<file path="src/rtl/uart_ctrl_pkg.sv">
// uart_ctrl_pkg: shared state encoding and command byte constants for the UART dump controller.
package uart_ctrl_pkg;
    typedef enum logic [3:0] {
        IDLE, HDR, RD, RD_WAIT, DATA, CSUM, SEND, WAIT_HI, WAIT_LO
    } state_t;
    localparam logic [7:0] CMD_ARM    = 8'h41;
    localparam logic [7:0] CMD_STATUS = 8'h3F;
    localparam logic [7:0] CMD_DUMP   = 8'h44;
    localparam logic [7:0] CMD_ABORT  = 8'h1B;
    localparam logic [7:0] NAK        = 8'h15;
    localparam logic [7:0] ABORT_ACK  = 8'h18;
endpackage

</file>
<file path="src/rtl/sync_2ff.sv">
// sync_2ff: two-flop synchroniser for slow asynchronous levels.
module sync_2ff #(
    parameter int W = 1
) (
    input  logic         clk,
    input  logic         rst_n,
    input  logic [W-1:0] i_d,
    output logic [W-1:0] o_q
);
    logic [W-1:0] r_meta, r_sync;
    always_ff @(posedge clk or negedge rst_n) begin
        if (!rst_n) begin
            r_meta <= '0;
            r_sync <= '0;
        end else begin
            r_meta <= i_d;
            r_sync <= r_meta;
        end
    end
    assign o_q = r_sync;
endmodule

</file>
<file path="src/rtl/uart_dump_ctrl.sv">
// uart_dump_ctrl: decodes host command bytes and streams the capture buffer as a
// framed, checksummed packet through a busy-handshaked UART transmitter.
module uart_dump_ctrl
    import uart_ctrl_pkg::*;
#(
    parameter int         ADDR_W   = 10,
    parameter int         DEPTH    = 1024,
    parameter logic [7:0] HDR_BYTE = 8'hA5
) (
    input  logic              input_clk,
    input  logic              reset,
    input  logic [7:0]        rx_data,
    input  logic              rx_rdy,
    input  logic              tx_busy,
    output logic [7:0]        tx_data,
    output logic              tx_start,
    output logic [ADDR_W-1:0] mem_addr,
    input  logic [7:0]        mem_rdata,
    input  logic              capture_done,
    output logic              arm,
    output logic              dump_active
);
    localparam logic [ADDR_W-1:0] LAST_ADDR = ADDR_W'(DEPTH - 1);

    state_t            r_state, r_ret;
    logic [7:0]        r_tx_data, r_csum;
    logic [ADDR_W-1:0] r_mem_addr;
    logic              r_tx_start, r_arm, r_dump_active, r_abort, r_inc, r_rx_rdy_d;
    logic              w_rx_rdy_s, w_tx_busy_s, w_strobe;

    sync_2ff #(.W(1)) u_sync_rx (.clk(input_clk), .rst_n(reset), .i_d(rx_rdy),  .o_q(w_rx_rdy_s));
    sync_2ff #(.W(1)) u_sync_tx (.clk(input_clk), .rst_n(reset), .i_d(tx_busy), .o_q(w_tx_busy_s));

    assign w_strobe = w_rx_rdy_s & ~r_rx_rdy_d;

    always_ff @(posedge input_clk or negedge reset) begin
        if (!reset) begin
            r_state       <= IDLE;
            r_ret         <= IDLE;
            r_tx_data     <= '0;
            r_csum        <= '0;
            r_mem_addr    <= '0;
            r_tx_start    <= 1'b0;
            r_arm         <= 1'b0;
            r_dump_active <= 1'b0;
            r_abort       <= 1'b0;
            r_inc         <= 1'b0;
            r_rx_rdy_d    <= 1'b0;
        end else begin
            r_rx_rdy_d <= w_rx_rdy_s;
            r_arm      <= 1'b0;
            if (w_strobe && r_dump_active && rx_data == CMD_ABORT)
                r_abort <= 1'b1;
            case (r_state)
                IDLE: if (w_strobe) begin
                    if (rx_data == CMD_ARM)
                        r_arm <= 1'b1;
                    else if (rx_data == CMD_STATUS) begin
                        r_tx_data <= {6'b0, capture_done, r_dump_active};
                        r_ret     <= IDLE;
                        r_state   <= SEND;
                    end else if (rx_data == CMD_DUMP) begin
                        r_tx_data <= NAK;
                        r_ret     <= IDLE;
                        r_state   <= capture_done ? HDR : SEND;
                    end
                end
                HDR: begin
                    r_dump_active <= 1'b1;
                    r_csum        <= '0;
                    r_mem_addr    <= '0;
                    r_tx_data     <= HDR_BYTE;
                    r_ret         <= RD;
                    r_state       <= SEND;
                end
                RD:      r_state <= RD_WAIT;
                RD_WAIT: r_state <= DATA;
                DATA: begin
                    r_tx_data <= mem_rdata;
                    r_csum    <= r_csum + mem_rdata;
                    r_inc     <= r_mem_addr != LAST_ADDR;
                    r_ret     <= (r_mem_addr == LAST_ADDR) ? CSUM : RD;
                    r_state   <= SEND;
                end
                CSUM: begin
                    r_tx_data <= ~r_csum + 8'd1;
                    r_ret     <= IDLE;
                    r_state   <= SEND;
                end
                SEND: begin
                    r_tx_start <= 1'b1;
                    r_state    <= WAIT_HI;
                end
                WAIT_HI: if (w_tx_busy_s) begin
                    r_tx_start <= 1'b0;
                    r_state    <= WAIT_LO;
                end
                WAIT_LO: if (!w_tx_busy_s) begin
                    r_mem_addr <= r_mem_addr + ADDR_W'(r_inc);
                    r_inc      <= 1'b0;
                    // an abort landing on the final byte of a frame has nothing left to cancel
                    if (r_abort && r_ret != IDLE) begin
                        r_abort   <= 1'b0;
                        r_tx_data <= ABORT_ACK;
                        r_ret     <= IDLE;
                        r_state   <= SEND;
                    end else begin
                        r_state <= r_ret;
                        if (r_ret == IDLE) begin
                            r_dump_active <= 1'b0;
                            r_abort       <= 1'b0;
                        end
                    end
                end
                default: r_state <= IDLE;
            endcase
        end
    end

    assign tx_data     = r_tx_data;
    assign tx_start    = r_tx_start;
    assign mem_addr    = r_mem_addr;
    assign arm         = r_arm;
    assign dump_active = r_dump_active;
endmodule

</file>
<file path="config.mk">
export PLATFORM = sky130hd
export DESIGN_NAME = uart_dump_ctrl
export DESIGN_NICKNAME = d
export VERILOG_FILES = /design/src/rtl/uart_ctrl_pkg.sv /design/src/rtl/sync_2ff.sv /design/src/rtl/uart_dump_ctrl.sv
export SDC_FILE = /design/constraint.sdc
export NUM_CORES = 1
export LEC_CHECK = 0
export CAP_MARGIN = 20
export CORE_MARGIN = 5
export CORE_UTILIZATION = 40
export CTS_CLUSTER_DIAMETER = 150
export CTS_CLUSTER_SIZE = 10
export DETAILED_ROUTE_END_ITERATION = 8
export GPL_TIMING_DRIVEN = 1
export HOLD_SLACK_MARGIN = 0.05
export PLACE_DENSITY_LB_ADDON = 0.2
export SLEW_MARGIN = 25
export SYNTH_ARGS = -nofsm -noshare
export SYNTH_HDL_FRONTEND = slang
export SYNTH_SLANG_ARGS = --single-unit
</file>
<file path="constraint.sdc">
create_clock -name input_clk -period 2.57 [get_ports input_clk]
set_input_delay 0.514 -clock input_clk [delete_from_list [all_inputs] [get_ports input_clk]]
set_output_delay 0.514 -clock input_clk [all_outputs]
set_load 0.1 [all_outputs]
</file>
==> images/flops_by_reg.png <==
Scale: 3 px per um. Other sequential cells in the stronger grey, the rest of the logic in the fainter grey.
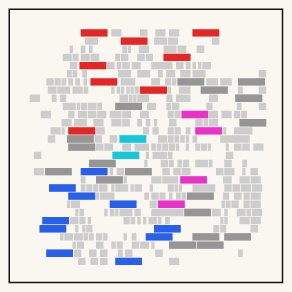
mem_addr: shown in blue, flops 10. r_state: shown in magenta, flops 4. r_ret: shown in cyan, flops 2. r_csum: shown in red, flops 8.

==> images/detail.png <==
Region (33, 15) to (58, 40) um. Cells in grey, sequential cells in the stronger grey; small squares are vias.
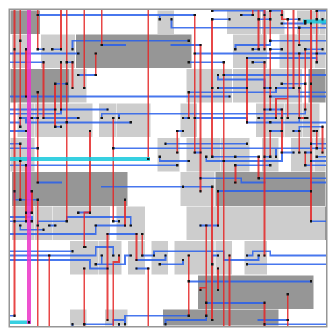
metal 4: shown in magenta. metal 3: shown in cyan. metal 2: shown in red. metal 1: shown in blue.
Most frequent: nand2_1 (8), dfrtp_1 (5). 43 logic cells have their middle in the window. Sequential cells in the window: 5. Netlist names of flops here include mem_addr (2).

==> images/logic_types.png <==
Scale: 3 px per um.
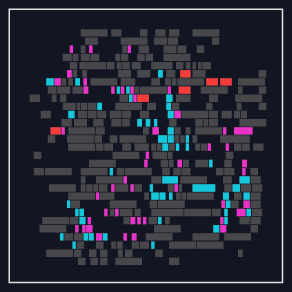
multiplexers: shown in red, cells 6. NAND gates: shown in magenta, cells 46. NOR gates: shown in cyan, cells 49.

==> results.ini <==
[synthesis]
flop_cell=dfrtp_1
yosysWarnings=0
ys_seq_share_pct=40.4
edf_count=0
syn_avg_cell_area_um2=9.48

[sta]
fin_setup_tns_ns=0
grt_setup_unrepaired=false
whs_ns=0.124

[worst_setup_path]
r2r_slack_ns=0.44
crit_path_end_kind=register

[global_routing]
grt_pass1_vias=2203
grt_max_degree=26
grt_pass1_wl_mm=11.0

[floorplan]
fp_util_pct=40.9
die_area_um2=8210
io_pins=42
core-area_um2=6350

[flow_run]
maxCapViolations=0

[final_layout]
fin_nets=358
final_cell_area_um2=3220
drive_above_1_share_pct=16.8

[worst_hold_path]
hold_path_class=input pin to async pin

[routing]
drt_iter0_drc=77

[status]
status=finished clean

[placement]
placed_area_um2=3100

[where the power goes]
part | total [mW] | switching [mW] | internal, mW
Sequential | 0.970 | 0.162 | 0.807
Combinational | 1.26 | 0.865 | 0.400
Clock | 0.532 | 0.243 | 0.289
[synth_stat cells, drive strengths merged (5+ instances only)]
library cell and count:
nor4 5, clkbuf 5, a21o 5, nor2b 7, nor3 12, or3 6
nor2 19, nand2 31, buf 5, a31oi 5, xor2 8, dfrtp 42
nand3 7, a21oi 18, ha 10, xnor2 7, a22o 5, o21ai 16
[cell usage in the layout, fill, tap and decap left out, drive strengths merged, types with 5 or more instances in the layout]
cell type,count
nor2b,7
nor2,19
a22o,5
buf,36
xnor2,7
nand2,31
xor2,8
dfrtp,42
or3,6
nor4,5
a21o,5
nor3,12
o21ai,16
clkbuf,5
nand3,7
a31oi,5
clkdlybuf4s50,19
ha,10
a21oi,18
[logic make-up after synthesis]
kind of cell / count (synthesis) / synth area share [%]
XOR/XNOR: 15 / 5.06
flip-flops: 42 / 40.4
AND-OR/OR-AND: 73 / 19.6
AND/OR/NAND/NOR: 113 / 24.3
adder cells (fa/ha/maj): 11 / 5.59
buffers and inverters: 14 / 2.46
multiplexers: 6 / 2.50
[per-layer routing]
layer,track usage (%),vias up,share of wire [%]
li1,-,1122,-
met1,22.8,1059,50
met2,24.6,32,46
met3,3.67,6,3.8
met4,4.09,0,0.72
met5,0,-,0
[area by class of cell]
| cell class | count | area (um^2) | area share, % |
|---|---|---|---|
| Multi-Input combinational cell | 218 | 1480 | 46.1 |
| Sequential cell | 42 | 1050 | 32.7 |
| Timing Repair Buffer | 55 | 458 | 14.2 |
| Tap cell | 77 | 96.3 | 2.99 |
| Clock buffer | 5 | 68.8 | 2.14 |
| Clock inverter | 3 | 45.0 | 1.40 |
| Inverter | 4 | 15.0 | 0.467 |
Power figures rest on the tool's default switching activity, not on a simulated workload.
